## src/rtl/frame_stream_ctrl.sv

```systemverilog
// Frame sequencer: streams DEPTH source pixels to the core and collects DEPTH results into destination RAM.
// Latency: RD_LAT+2 cycles per pixel on the feed side; one result written per cycle; optional FRAME_CHECKSUM_EN adds checksum_o.
// Backpressure: core_ready_i stalls the presented pixel; res_ready_o drops outside RUN or once DEPTH results are written.
module frame_stream_ctrl #(
    parameter int DATA_W = 8,
    parameter int DEPTH  = 76800,
    parameter int ADDR_W = 17,
    parameter int RD_LAT = 1
) (
    input  logic                   clk_i,
    input  logic                   rst_ni,
    input  logic                   start_i,
    output logic                   src_en_o,
    output logic [ADDR_W-1:0]      src_addr_o,
    input  logic [DATA_W-1:0]      src_data_i,
    output logic [DATA_W-1:0]      core_data_o,
    output logic                   core_valid_o,
    input  logic                   core_ready_i,
    input  logic [DATA_W-1:0]      res_data_i,
    input  logic                   res_valid_i,
    output logic                   res_ready_o,
    output logic                   dst_en_o,
    output logic                   dst_we_o,
    output logic [ADDR_W-1:0]      dst_addr_o,
    output logic [DATA_W-1:0]      dst_data_o,
    output logic                   busy_o,
    output logic                   done_o,
`ifdef FRAME_CHECKSUM_EN
    output logic [DATA_W+ADDR_W:0] checksum_o,
`endif
    output logic [ADDR_W:0]        in_count_o,
    output logic [ADDR_W:0]        out_count_o
);

    localparam logic [ADDR_W:0] DEPTH_C = (ADDR_W+1)'(DEPTH);
    localparam logic [1:0]      LAT_M1  = 2'(RD_LAT - 1);

    typedef enum logic [1:0] {IDLE, RUN, DONE} top_t;
    typedef enum logic [1:0] {F_IDLE, F_ISSUE, F_WAIT, F_PRESENT} feed_t;

    top_t               state_q, state_d;
    feed_t              fstate_q, fstate_d;
    logic [ADDR_W:0]    in_count_q, out_count_q;
    logic [1:0]         wait_cnt_q;
    logic [DATA_W-1:0]  core_data_q;
    logic               dst_wr_q;
    logic [ADDR_W-1:0]  dst_addr_q;
    logic [DATA_W-1:0]  dst_data_q;
    logic               start_go, in_hs, res_hs, latch;

    assign start_go     = start_i && (state_q != RUN);
    assign core_valid_o = (fstate_q == F_PRESENT);
    assign in_hs        = core_valid_o && core_ready_i;
    assign res_ready_o  = (state_q == RUN) && (out_count_q < DEPTH_C);
    assign res_hs       = res_valid_i && res_ready_o;
    assign src_en_o     = (fstate_q == F_ISSUE);
    assign src_addr_o   = src_en_o ? in_count_q[ADDR_W-1:0] : '0;
    assign core_data_o  = core_data_q;
    assign dst_en_o     = dst_wr_q;
    assign dst_we_o     = dst_wr_q;
    assign dst_addr_o   = dst_addr_q;
    assign dst_data_o   = dst_data_q;
    assign busy_o       = (state_q == RUN);
    assign done_o       = (state_q == DONE);
    assign in_count_o   = in_count_q;
    assign out_count_o  = out_count_q;

    always_comb begin
        state_d = state_q;
        case (state_q)
            IDLE:    if (start_go) state_d = RUN;
            RUN:     if (res_hs && (out_count_q == DEPTH_C - 1'b1)) state_d = DONE;
            DONE:    if (start_go) state_d = RUN;
            default: state_d = IDLE;
        endcase
    end

    always_comb begin
        fstate_d = fstate_q;
        latch    = 1'b0;
        case (fstate_q)
            F_IDLE:    if (start_go) fstate_d = F_ISSUE;
            F_ISSUE:   fstate_d = F_WAIT;
            F_WAIT: begin
                if (wait_cnt_q == LAT_M1) begin
                    latch    = 1'b1;
                    fstate_d = F_PRESENT;
                end
            end
            F_PRESENT: begin
                if (core_ready_i)
                    fstate_d = (in_count_q + 1'b1 < DEPTH_C) ? F_ISSUE : F_IDLE;
            end
            default:   fstate_d = F_IDLE;
        endcase
        // The feed side only lives inside RUN; leaving RUN parks it.
        if (state_q == RUN && state_d != RUN)
            fstate_d = F_IDLE;
    end

    always_ff @(posedge clk_i or negedge rst_ni) begin
        if (!rst_ni) begin
            state_q     <= IDLE;
            fstate_q    <= F_IDLE;
            wait_cnt_q  <= '0;
            in_count_q  <= '0;
            out_count_q <= '0;
            core_data_q <= '0;
            dst_wr_q    <= 1'b0;
            dst_addr_q  <= '0;
            dst_data_q  <= '0;
        end else begin
            state_q    <= state_d;
            fstate_q   <= fstate_d;
            wait_cnt_q <= (fstate_q == F_WAIT) ? wait_cnt_q + 2'd1 : 2'd0;
            if (latch)
                core_data_q <= src_data_i;
            dst_wr_q <= res_hs;
            if (res_hs) begin
                dst_addr_q <= out_count_q[ADDR_W-1:0];
                dst_data_q <= res_data_i;
            end
            if (start_go) begin
                in_count_q  <= '0;
                out_count_q <= '0;
            end else begin
                if (in_hs && in_count_q < DEPTH_C)
                    in_count_q <= in_count_q + 1'b1;
                if (res_hs)
                    out_count_q <= out_count_q + 1'b1;
            end
        end
    end

`ifdef FRAME_CHECKSUM_EN
    logic [DATA_W+ADDR_W:0] checksum_q;
    assign checksum_o = checksum_q;

    always_ff @(posedge clk_i or negedge rst_ni) begin
        if (!rst_ni)
            checksum_q <= '0;
        else if (start_go)
            checksum_q <= '0;
        else if (res_hs)
            checksum_q <= checksum_q + (DATA_W+ADDR_W+1)'(res_data_i);
    end
`endif

endmodule
```

## config.mk

```make
export PLATFORM = sky130hd
export DESIGN_NAME = frame_stream_ctrl
export DESIGN_NICKNAME = d
export VERILOG_FILES = /design/src/rtl/frame_stream_ctrl.sv
export SDC_FILE = /design/constraint.sdc
export NUM_CORES = 1
export LEC_CHECK = 0
export CAP_MARGIN = 15
export CORE_MARGIN = 8
export CORE_UTILIZATION = 45
export DETAILED_ROUTE_END_ITERATION = 7
export PLACE_DENSITY = 0.81
export SETUP_SLACK_MARGIN = 0.4
export SYNTH_ARGS = -nofsm -noshare
export SYNTH_HDL_FRONTEND = slang
export SYNTH_SLANG_ARGS = --single-unit
```

## constraint.sdc

```tcl
create_clock -name clk_i -period 6.02 [get_ports clk_i]
set_input_delay 1.204 -clock clk_i [delete_from_list [all_inputs] [get_ports clk_i]]
set_output_delay 1.204 -clock clk_i [all_outputs]
set_load 0.03 [all_outputs]
```

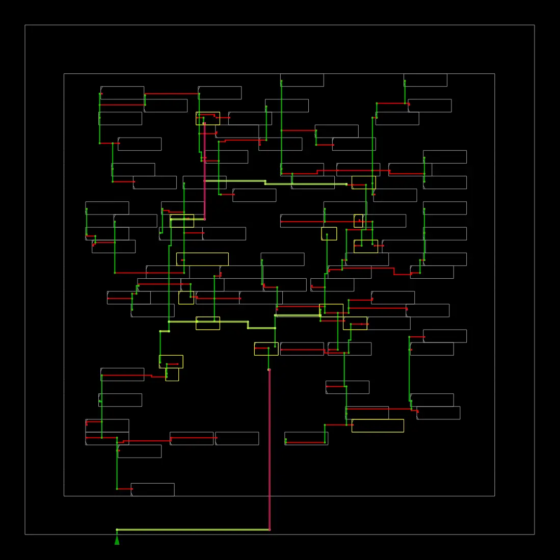
Run 1: the clock network
CTS Sinks: 76
flop count: 76
skew final: 0.0147 ns

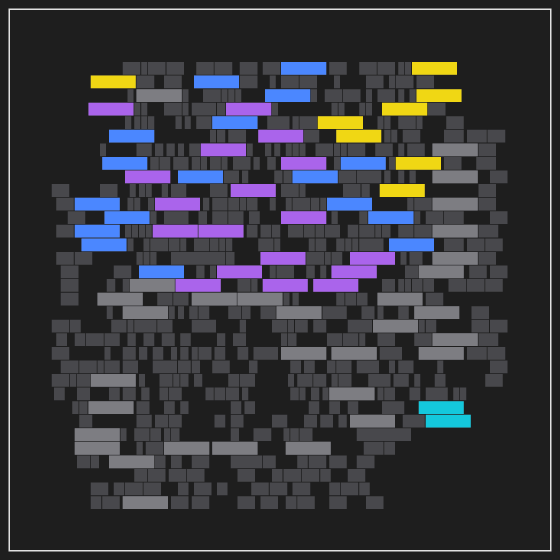
Run 1: register map, names as in the netlist
[out_count_o] purple | flops: 18
[dst_data_o] yellow | flops: 8
[dst_addr_o] blue | flops: 17
[wait_cnt_q] cyan | flops: 2
not colored: 31

==> flow_summary_export.csv, run 1 <==
group,metric,value,unit
outcome,outcome,"completed",
cts,clk_pin_slew,0.08,ns
final_timing,max_freq,287,MHz
final_timing,rsz0062_at_grt,"no",
critical_path,endpoint_kind,"output pin",
final_timing,finalMaxSlewViolations,0,
layout,clkbuf_count,9,
critical_path,path_cells,"inv_1, ha_1, and2_1, clkdlybuf4s50_1",
logic_synthesis,ys_sh_aoi,10.4,%
logic_synthesis,synth_nets,443,
critical_path,cp.arrival,2.28,ns
logic_synthesis,yosysTopAreaCellShare,49.6,%
detailed_routing,ant_nets,0,
logic_synthesis,simple_gate_area_share,26.0,%
cts,cts_tree,"done",
layout,final_cells,631,
cts,clock_latency,0.35,ns
layout,design_area,5240,um^2
global_routing,grt_pass1_wl,17.6,mm
logic_synthesis,logic_family,"simple AND/OR/NAND/NOR gates",
final_timing,holdWs,0.437,ns
pwr,p_sw,709,uW
cts,post-cts-setup-buffers,0,
cts,post_cts_resized,0,
critical_path,crit_family,"buffers and inverters",
detailed_routing,drc,0,
pwr,p_int,1140,uW
layout,inverters_excl_clock,17,
pwr,power_frac_clock,22.7,%
global_routing,grt_util_all_layers,18.5,%
logic_synthesis,synthFlopType,"dfrtp_1",
layout,final-nonclk-buf-share,21.8,%
cts,cts_buffer_depth,2,
critical_path,start_kind,"register",
layout,antenna_cells,0,
layout,area_dominant_class,"sequential cells",
layout,drive_gt1_share,6.27,%
floorplanning,tapcell.inserted,105,
floorplanning,fp.dieW,108,um
layout,utilization,63.7,%
logic_synthesis,mux_area_share,2.61,%
pwr,powerSeq,698,uW
detailed_routing,vias_per_cell,5.46,
floorplanning,fp_util,46.6,%
floorplanning,die-area,11700,um^2
logic_synthesis,numSynthFlops,76,
logic_synthesis,synthAdderAreaFrac,2.61,%
critical_path,reg2reg_slack,3.75,ns
critical_path,slowest_delay,0.68,ns
layout,sh_comb_area,34.0,%
global_routing,grt_max_degree,77,
floorplanning,die_height,108,um
placed_design,place_ws,2.68,ns
logic_synthesis,xor_share,4.80,%
pwr,top_power_group,"combinational cells",
run,warnings,30,
pwr,p_leak,0.00221,uW
pwr,total_power,1850,uW
layout,comb.multi_input.count,303,
critical_path,required,4.82,ns
detailed_routing,drt-total-wl,10.8,mm
logic_synthesis,ys_cells,414,
logic_synthesis,area_leaders,"dfrtp_1, nand2_1, xnor2_1",
placed_design,hpwl,7.82,mm
detailed_routing,vias,3447,
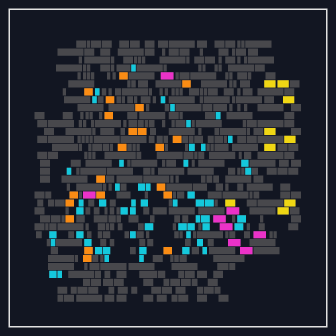
Run 1: selected gate families
[adder and majority cells] magenta | cells: 8
[inverting AOI/OAI gates] cyan | cells: 53
[multiplexers] yellow | cells: 9
[XOR/XNOR gates] orange | cells: 21

-- run 1: cell usage in the layout (no fill, tap or decap), types with 9 or more instances in the layout --
| master | n |
|---|---|
| clkdlybuf4s50_1 | 112 |
| xnor2_1 | 18 |
| a21oi_1 | 14 |
| clkbuf_8 | 9 |
| and2_1 | 21 |
| dfrtp_1 | 76 |
| o21ai_0 | 10 |
| nand3_1 | 15 |
| nand2_1 | 90 |
| nor4_1 | 10 |
| inv_1 | 16 |
| nor2_1 | 27 |
-- run 1: routing by layer --
layer	wire (um)	track usage (%)	part of all wire (%)
met1	4690	24.0	43
met2	5390	30.0	50
met3	691	3.99	6.4
met4	64	5.87	0.59
met5	0	0	0
-- run 1: worst max-delay path by stage --
stage | slack (ns) | depth (start not counted) | startpoint | to
after floorplan | 2.99 | 3 | out_count_o[11] | res_ready_o
after global placement | 2.77 | 8 | res_valid_i | out_count_o[4]
after detailed placement | 2.68 | 8 | res_valid_i | out_count_o[4]
after CTS | 2.48 | 4 | fstate_q[1] | src_addr_o[1]
after global routing | 2.32 | 4 | fstate_q[1] | src_addr_o[1]
final | 2.53 | 4 | fstate_q[1] | src_addr_o[1]
-- run 1: Yosys cell counts, drive strengths merged, types with 2 or more instances --
library cell / instances
o21ai: 10
a31oi: 3
a211oi: 8
a21oi: 14
and2: 21
and3: 4
clkbuf: 13
dfrtp: 76
or3: 3
a211o: 2
nor2b: 4
inv: 17
nand2: 90
or2: 2
buf: 5
ha: 8
nor2: 28
mux2: 8
and4: 2
nand3: 15
a21o: 3
xnor2: 18
nand3b: 2
o31ai: 7
or4: 7
nor4: 10
o22ai: 2
nor3: 7
nand4: 7
xor2: 3
o211ai: 2
==> run 2, diff against run 1 <==
- CORE_UTILIZATION: 45 -> 43
- clock period: 6.02 -> 3.1 ns (I/O delays scaled with it)
==> run 2 against run 1 <==
Net effect: sequential share of layout area decreased by 0.66 points; first-iteration DRC count grew 10%; setup slack got worse by 2.0 ns; hold slack got worse by 0.044 ns; wire length decreased by 4.3%; clock-buffer cell count increased by 1; synthesized cell count unchanged; final area grew 1.8%; highest routed layer unchanged; flip-flop count unchanged.
==> flow_summary_export.csv, run 2 <==
group,metric,value,unit
detailed_routing,vias_per_cell,5.53,
final_timing,setup_tns,0,ns
logic_synthesis,yosysTopAreaCellShare,49.6,%
run,warnings,30,
logic_synthesis,synth_nets,443,
detailed_routing,drc,0,
floorplanning,fp.dieW,110,um
cts,cts_tree,"done",
layout,comb_area,1790,um^2
logic_synthesis,synth.most_common_cell,"nand2_1",
final_timing,max_freq,397,MHz
critical_path,start_kind,"register",
floorplanning,fp_util,44.1,%
placed_design,place_ws,0.553,ns
final_timing,worst_clock_skew,0.00715,ns
logic_synthesis,area_leaders,"dfrtp_1, nand2_1, xnor2_1",
critical_path,endpoint_kind,"output pin",
cts,cts_sinks,76,
critical_path,cp.arrival,1.90,ns
global_routing,grt_util_all_layers,17.5,%
pwr,p_int,2330,uW
logic_synthesis,numSynthFlops,76,
layout,final_cell_mix,"clkdlybuf4s50_1, nand2_1, dfrtp_1",
cts,clk_pin_slew,0.08,ns
pwr,p_leak,0.00255,uW
pwr,power_density,696,nW/um^2
floorplanning,num_rows,34,
layout,lay_top_count,"clkdlybuf4s50_1",
final_timing,holdWs,0.393,ns
layout,drive_gt1_share,6.82,%
critical_path,required,2.48,ns
floorplanning,die_height,110,um
detailed_routing,ant_nets,0,
critical_path,path_cells,"inv_1, ha_4, clkdlybuf4s50_1",
cts,clock_latency,0.35,ns
cts,cts_buffer_depth,2,
critical_path,slowest_delay,0.71,ns
layout,utilization,61.4,%
layout,nFillCells,737,
critical_path,critPathMaxFanout,18,
floorplanning,die-area,12200,um^2
outcome,outcome,"completed",
critical_path,crit_family,"buffers and inverters",
layout,final_cells,636,
final_timing,rsz0062_at_grt,"no",
pwr,total_power,3710,uW
final_timing,finalMaxSlewViolations,0,
detailed_routing,vias,3515,
layout,design_area,5330,um^2
min_path,holdCritPathClass,"input port to asynchronous set/reset pin",
placed_design,hpwl,7.42,mm
global_routing,grt_pass1_wl,17.0,mm
logic_synthesis,synthFlopType,"dfrtp_1",
layout,antenna_cells,0,
logic_synthesis,top_cells_by_count,"nand2_1, dfrtp_1, nor2_1, and2_1, xnor2_1",
pwr,p_sw,1380,uW
logic_synthesis,ys_cells,414,
global_routing,grt_max_degree,77,
pwr,power_frac_clock,24.4,%
run,max_cap_violations,0,
detailed_routing,drt-total-wl,10.4,mm
layout,area_growth,39.2,%
## run 2: cells by family (layout without fill, tap and decap cells)
kind of cell / count (synthesis) / in the layout / share of synthesized area (%)
xor+xnor: 21 / 21 / 4.80
flops: 76 / 76 / 49.6
compound gates: 59 / 59 / 10.4
buf+inv: 35 / 149 / 3.92
mux: 9 / 9 / 2.61
fa+ha+maj: 8 / 8 / 2.61
simple gates: 206 / 206 / 26.0
## run 2: area by class of cell
type,instances,area share (%)
multi-input cells,303,33.6
clock inverters,5,1.88
well taps,108,2.53
clock buffers,10,2.58
inverters,17,1.20
repair buffers,117,22.5
flip-flops and latches,76,35.7
## run 2: final timing paths
| kind | slack [ns] | to | from | cells after the start |
|---|---|---|---|---|
| max in group asynchronous | 2.06 | in_count_o[5] | rst_ni | 1 |
| max reg2reg | 0.82 | in_count_o[9] | in_count_o[10] | 5 |
| min | 0.39 | in_count_o[8] | rst_ni | 1 |
| max | 0.58 | src_en_o | fstate_q[1] | 3 |
| min reg2reg | 0.44 | wait_cnt_q[0] | wait_cnt_q[0] | 1 |
| min in group clk_i | 0.44 | wait_cnt_q[0] | wait_cnt_q[0] | 1 |
## run 2: power by group through the flow
stage          combinational (uW)  sequential, uW  clock, uW
2_1_floorplan                 560            1660          0
3_3_place_gp                 1400            1370          0
3_5_place_dp                 1440            1380          0
4_1_cts                      1470            1370        919
5_1_grt                      1570            1390        969
6_report                     1440            1360        904
## run 2: per-layer routing
| metal | wire [um] | GRT usage [%] |
|---|---|---|
| met4 | 180 | 6.85 |
| met1 | 4500 | 22.7 |
| met3 | 938 | 5.29 |
| met2 | 4740 | 26.8 |
| met5 | 0 | 0 |
## run 2: repair_timing
item | CTS | global route
gates resized | 3 | 17
setup buffers | 0 | 0
endpoints found under the setup margin | 19 | 17
hold buffers | 0 | 0
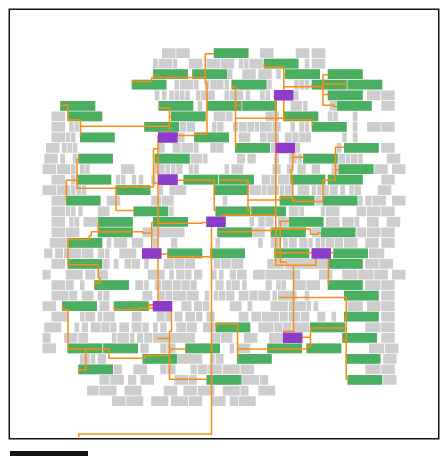
Run 2: clock distribution
Scale bar: 20 um.
[flip-flops] green | count: 76
[clock drivers] purple | count: 9
[clock wires] orange | length: 945 um
flops lie: widely spread
routed clock nets: 10

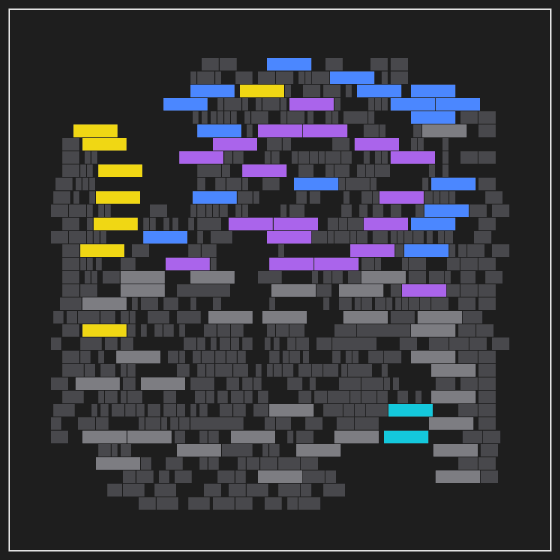
Run 2: register map, names as in the netlist
[out_count_o] purple | flops: 18
[dst_data_o] yellow | flops: 8
[dst_addr_o] blue | flops: 17
[wait_cnt_q] cyan | flops: 2
not colored: 31

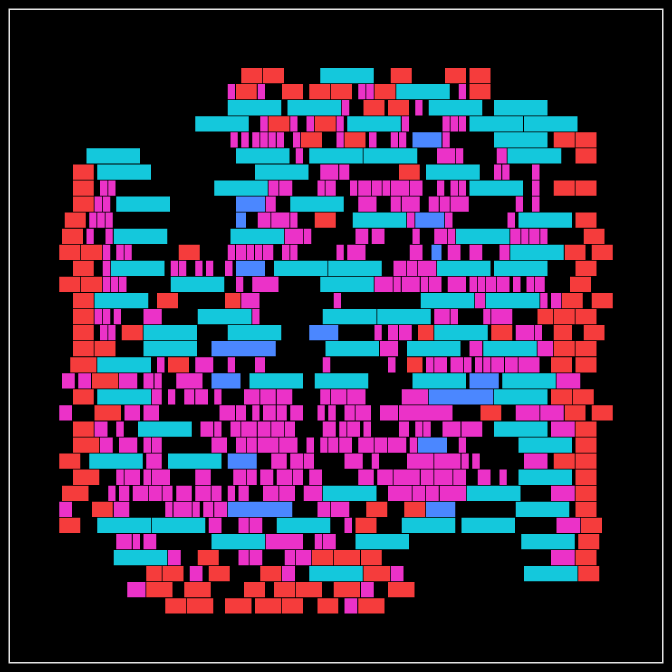
Run 2: cells colored by class
[combinational and other logic] magenta | cells: 320
[flops] cyan | cells: 76
[other buffers and delay cells] red | cells: 117
[clock drivers and dummy loads] blue | cells: 15

Run 2, selected gate families:
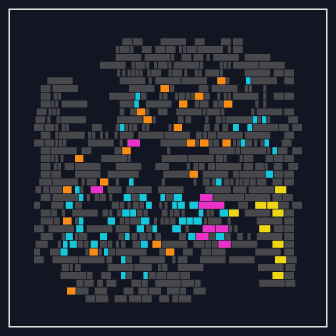

==> run 3, diff against run 2 <==
- clock period: 3.1 -> 2.1 ns (I/O delays scaled with it)
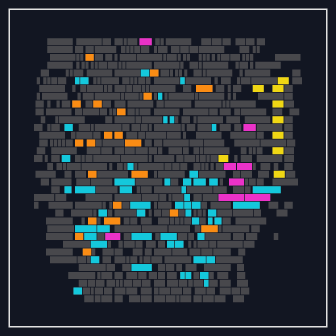
Run 3: selected gate families
fin cells: 710
multi-input combinational area share: 36.7%
most numerous logic cell after layout: nand2_1

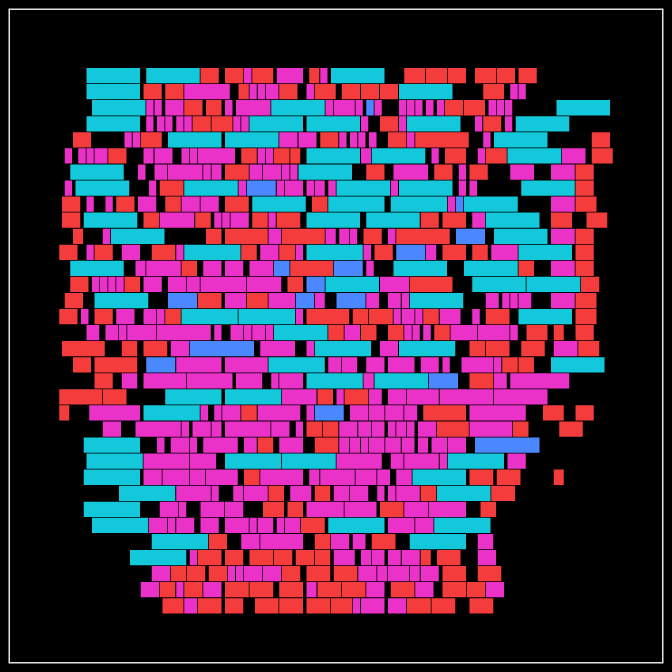
Run 3: cells colored by class
Seq area share: 29.0%
row cnt: 34
core footprint: 8680 um^2

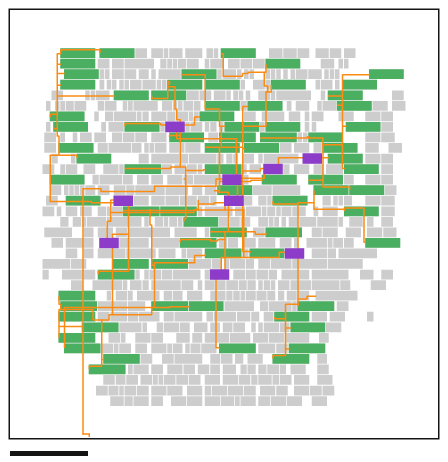
Run 3: clock distribution
Scale bar: 20 um.
[clock drivers] purple | count: 9
[clock wires] orange | length: 1120 um
[flip-flops] green | count: 76
routed clock nets: 10

==> run 3 against run 2 <==
Net effect: setup slack worse by 0.42 ns; flip-flop count unchanged; critical path type unchanged; first-iteration DRC count rose by 36%; via count grew 21%.
==> flow_summary_export.csv, run 3 <==
group,metric,value,unit
outcome,outcome,"completed",
layout,antenna_cells,0,
floorplanning,die-area,12200,um^2
logic_synthesis,yosys_area,3830,um^2
critical_path,r2r-end,"out_count_o[15]",
critical_path,start_kind,"register",
logic_synthesis,synthCells,414,
placed_design,place_congestion,0.910,
cts,htree_levels,3,
floorplanning,fp.dieW,110,um
global_routing,grt.busiest_layer,"met2",
logic_synthesis,synth_area_leader_cell,"dfrtp_1",
logic_synthesis,synth_nets,443,
final_timing,min_period_over_period,92.5,%
final_timing,hold_viol_final,0,
logic_synthesis,xor_share,4.80,%
logic_synthesis,edf_count,0,
logic_synthesis,yosysTopAreaCellShare,49.6,%
final_timing,fin_ws,0.157,ns
detailed_routing,vias_per_cell,5.98,
pwr,power_density,953,nW/um^2
logic_synthesis,synth_area,3830,um^2
final_timing,max_freq,515,MHz
detailed_routing,drc,0,
logic_synthesis,top_cells_by_count,"nand2_1, dfrtp_1, nor2_1, and2_1, xnor2_1",
logic_synthesis,synth_cell_types,49,
detailed_routing,dr_wl_met3,1.37,mm
critical_path,endpoint_kind,"output pin",
cts,cts_buffers,9,
critical_path,required,1.68,ns
global_routing,first_global_vias,4045,
logic_synthesis,area_leaders,"dfrtp_1, nand2_1, xnor2_1",
global_routing,use_met3,5.29,%
final_timing,finalMaxSlewViolations,0,
min_path,whs_path_depth,1,
run,max_cap_violations,0,
critical_path,crit_type,"register to output pin",
pwr,total_power,6340,uW
critical_path,r2r_cells,8,
global_routing,grt_util_met2,39.3,%
logic_synthesis,numSynthFlops,76,
cts,cts_buffer_depth,2,
global_routing,antenna_found_initial,0,
final_timing,maxSlewHeadroom,70.6,%
global_routing,grt_util_all_layers,23.1,%
layout,area_growth,73.8,%
detailed_routing,wirelength_met1,5.84,mm
critical_path,crit_end,"res_ready_o",
critical_path,path_cells,"nand2b_4, buf_6, nor4b_4, buf_12",
cts,clk_pin_slew,0.08,ns
logic_synthesis,ys_warn_count,0,
global_routing,grt_pass1_wl,21.9,mm
detailed_routing,routedWlPerCell,22.6,um
logic_synthesis,synth.most_common_cell,"nand2_1",
logic_synthesis,synthArstFlopShare,100,%
global_routing,grt_max_degree,52,
min_path,hold_end,"wait_cnt_q[0]",
placed_design,place_ws,-0.146,ns
layout,final_cell_mix,"nand2_1, dlygate4sd2_1, dfrtp_1",
final_timing,setup_viol_count_final,0,
cts,cts_tree,"done",
detailed_routing,drt-total-wl,16.1,mm
floorplanning,die_height,110,um
cts,cts-root-buf,"clkbuf_8",
critical_path,crit_family,"simple AND/OR/NAND/NOR gates",
detailed_routing,topRoutingLayerUsed,"met4",
final_timing,holdWs,0.431,ns
global_routing,overflow,0,
detailed_routing,dr_wl_met2,8.27,mm
layout,fin_nets,626,
placed_design,port_buffers,113,
global_routing,use_met1,27.9,%
logic_synthesis,ys_cells,414,
critical_path,cp-startpoint,"state_q[1]",
logic_synthesis,mux_area_share,2.61,%
detailed_routing,drt-pass1-iter-count,8,
critical_path,cp_num_cells,4,
logic_synthesis,synthFlopType,"dfrtp_1",
cts,cts_sinks,76,
min_path,holdCritPathClass,"register to register",
final_timing,worst_clock_skew,0.0126,ns
run,warnings,33,
pwr,p_leak,0.00305,uW
layout,drive_gt1_share,43.7,%
layout,nFillCells,525,
min_path,hold_start,"wait_cnt_q[0]",
floorplanning,fp_util,44.1,%
floorplanning,pin_count,114,
final_timing,fin_crit,1.94,ns
logic_synthesis,simple_gate_area_share,26.0,%
critical_path,worst-path-buf-inv,2,
pwr,ir_drop,0.000496,V
logic_synthesis,logic_family,"simple AND/OR/NAND/NOR gates",
detailed_routing,ant_nets,0,
cts,clock_latency,0.36,ns
critical_path,cp.arrival,1.52,ns
logic_synthesis,ys_seq_share,49.6,%
logic_synthesis,synth.avg_cell_area,9.25,um^2
logic_synthesis,synthAdderAreaFrac,2.61,%
detailed_routing,dr.first_iter.drc_count,411,
critical_path,slowest_stage,"dfrtp_1",
critical_path,r2r-start,"state_q[1]",
placed_design,hpwl,8.43,mm
critical_path,critPathMaxFanout,2,
final_timing,worst_pin_slew,0.438,ns
detailed_routing,vias,4244,
critical_path,slowest_delay,0.40,ns
critical_path,reg2reg_slack,0.19,ns
logic_synthesis,ys_sh_aoi,10.4,%
final_timing,rsz0062_at_grt,"yes",
## run 3: cell count changes in the layout (fill, tap and decap cells not counted), sizes merged, moves of 9 or more
| cell | change |
|---|---|
| buf | +91 |
| clkdlybuf4s50 | -76 |
| dlygate4sd2 | +55 |
| dlymetal6s2s | -17 |
| clkbuf | +9 |
| clkdlybuf4s15 | +9 |
## run 3: through the flow
stage	area [um^2]	cells	utilization (%)	setup TNS (ns)
after detailed placement	5380	646	61.9	-1.44
after floorplan	3930	414	-	0
after global routing	6660	710	76.7	0
final	6660	710	76.7	0
after global placement	5380	646	61.9	-0.0363
after CTS	6170	694	71.0	0
## run 3: worst register-to-register path: stages, from the launching register on
cell,delay [ns]
dfrtp_1,0.40
buf_4,0.16
nor4bb_4,0.26
o211ai_1,0.20
buf_4,0.22
buf_4,0.15
nor3_4,0.16
a211o_1,0.17
nand2_1,0.07
## run 3: logic make-up after synthesis
group / count (synthesis)
DFF: 76
muxes: 9
AOI/OAI and AO/OA: 59
adders and majority gates: 8
and+or+nand+nor: 206
xor gates and xnor gates: 21
buffers and inverters: 35
## run 3: repair_timing
action                     in CTS  in global routing
setup buffers                  28                 13
hold buffers                    1                  0
setup endpoints to repair     134                104
gates resized                 309                102
gates cloned                    3                  3
hold endpoints to repair       25                  0
pin swaps                      32                 37
## run 3: layout make-up
cell class                 instances  area [um^2]  area share [%]
clock buffer                      11          131            1.97
timing repair buffer             188         1850            27.7
clock inverter                     5         85.1            1.28
timing repair inverter             1         8.76           0.132
inverter                          17         76.3            1.15
tap                              108          135            2.03
sequential                        76         1930            29.0
multi-input combinational        304         2440            36.7
## run 3: report_power, final
part	switching [uW]	leakage, uW	internal [uW]
registers	307	0.000951	1750
clock network	602	0.000104	678
logic	1720	0.00200	1290
total	2620	0.00305	3720
Power is estimated from default activity; no workload was simulated.
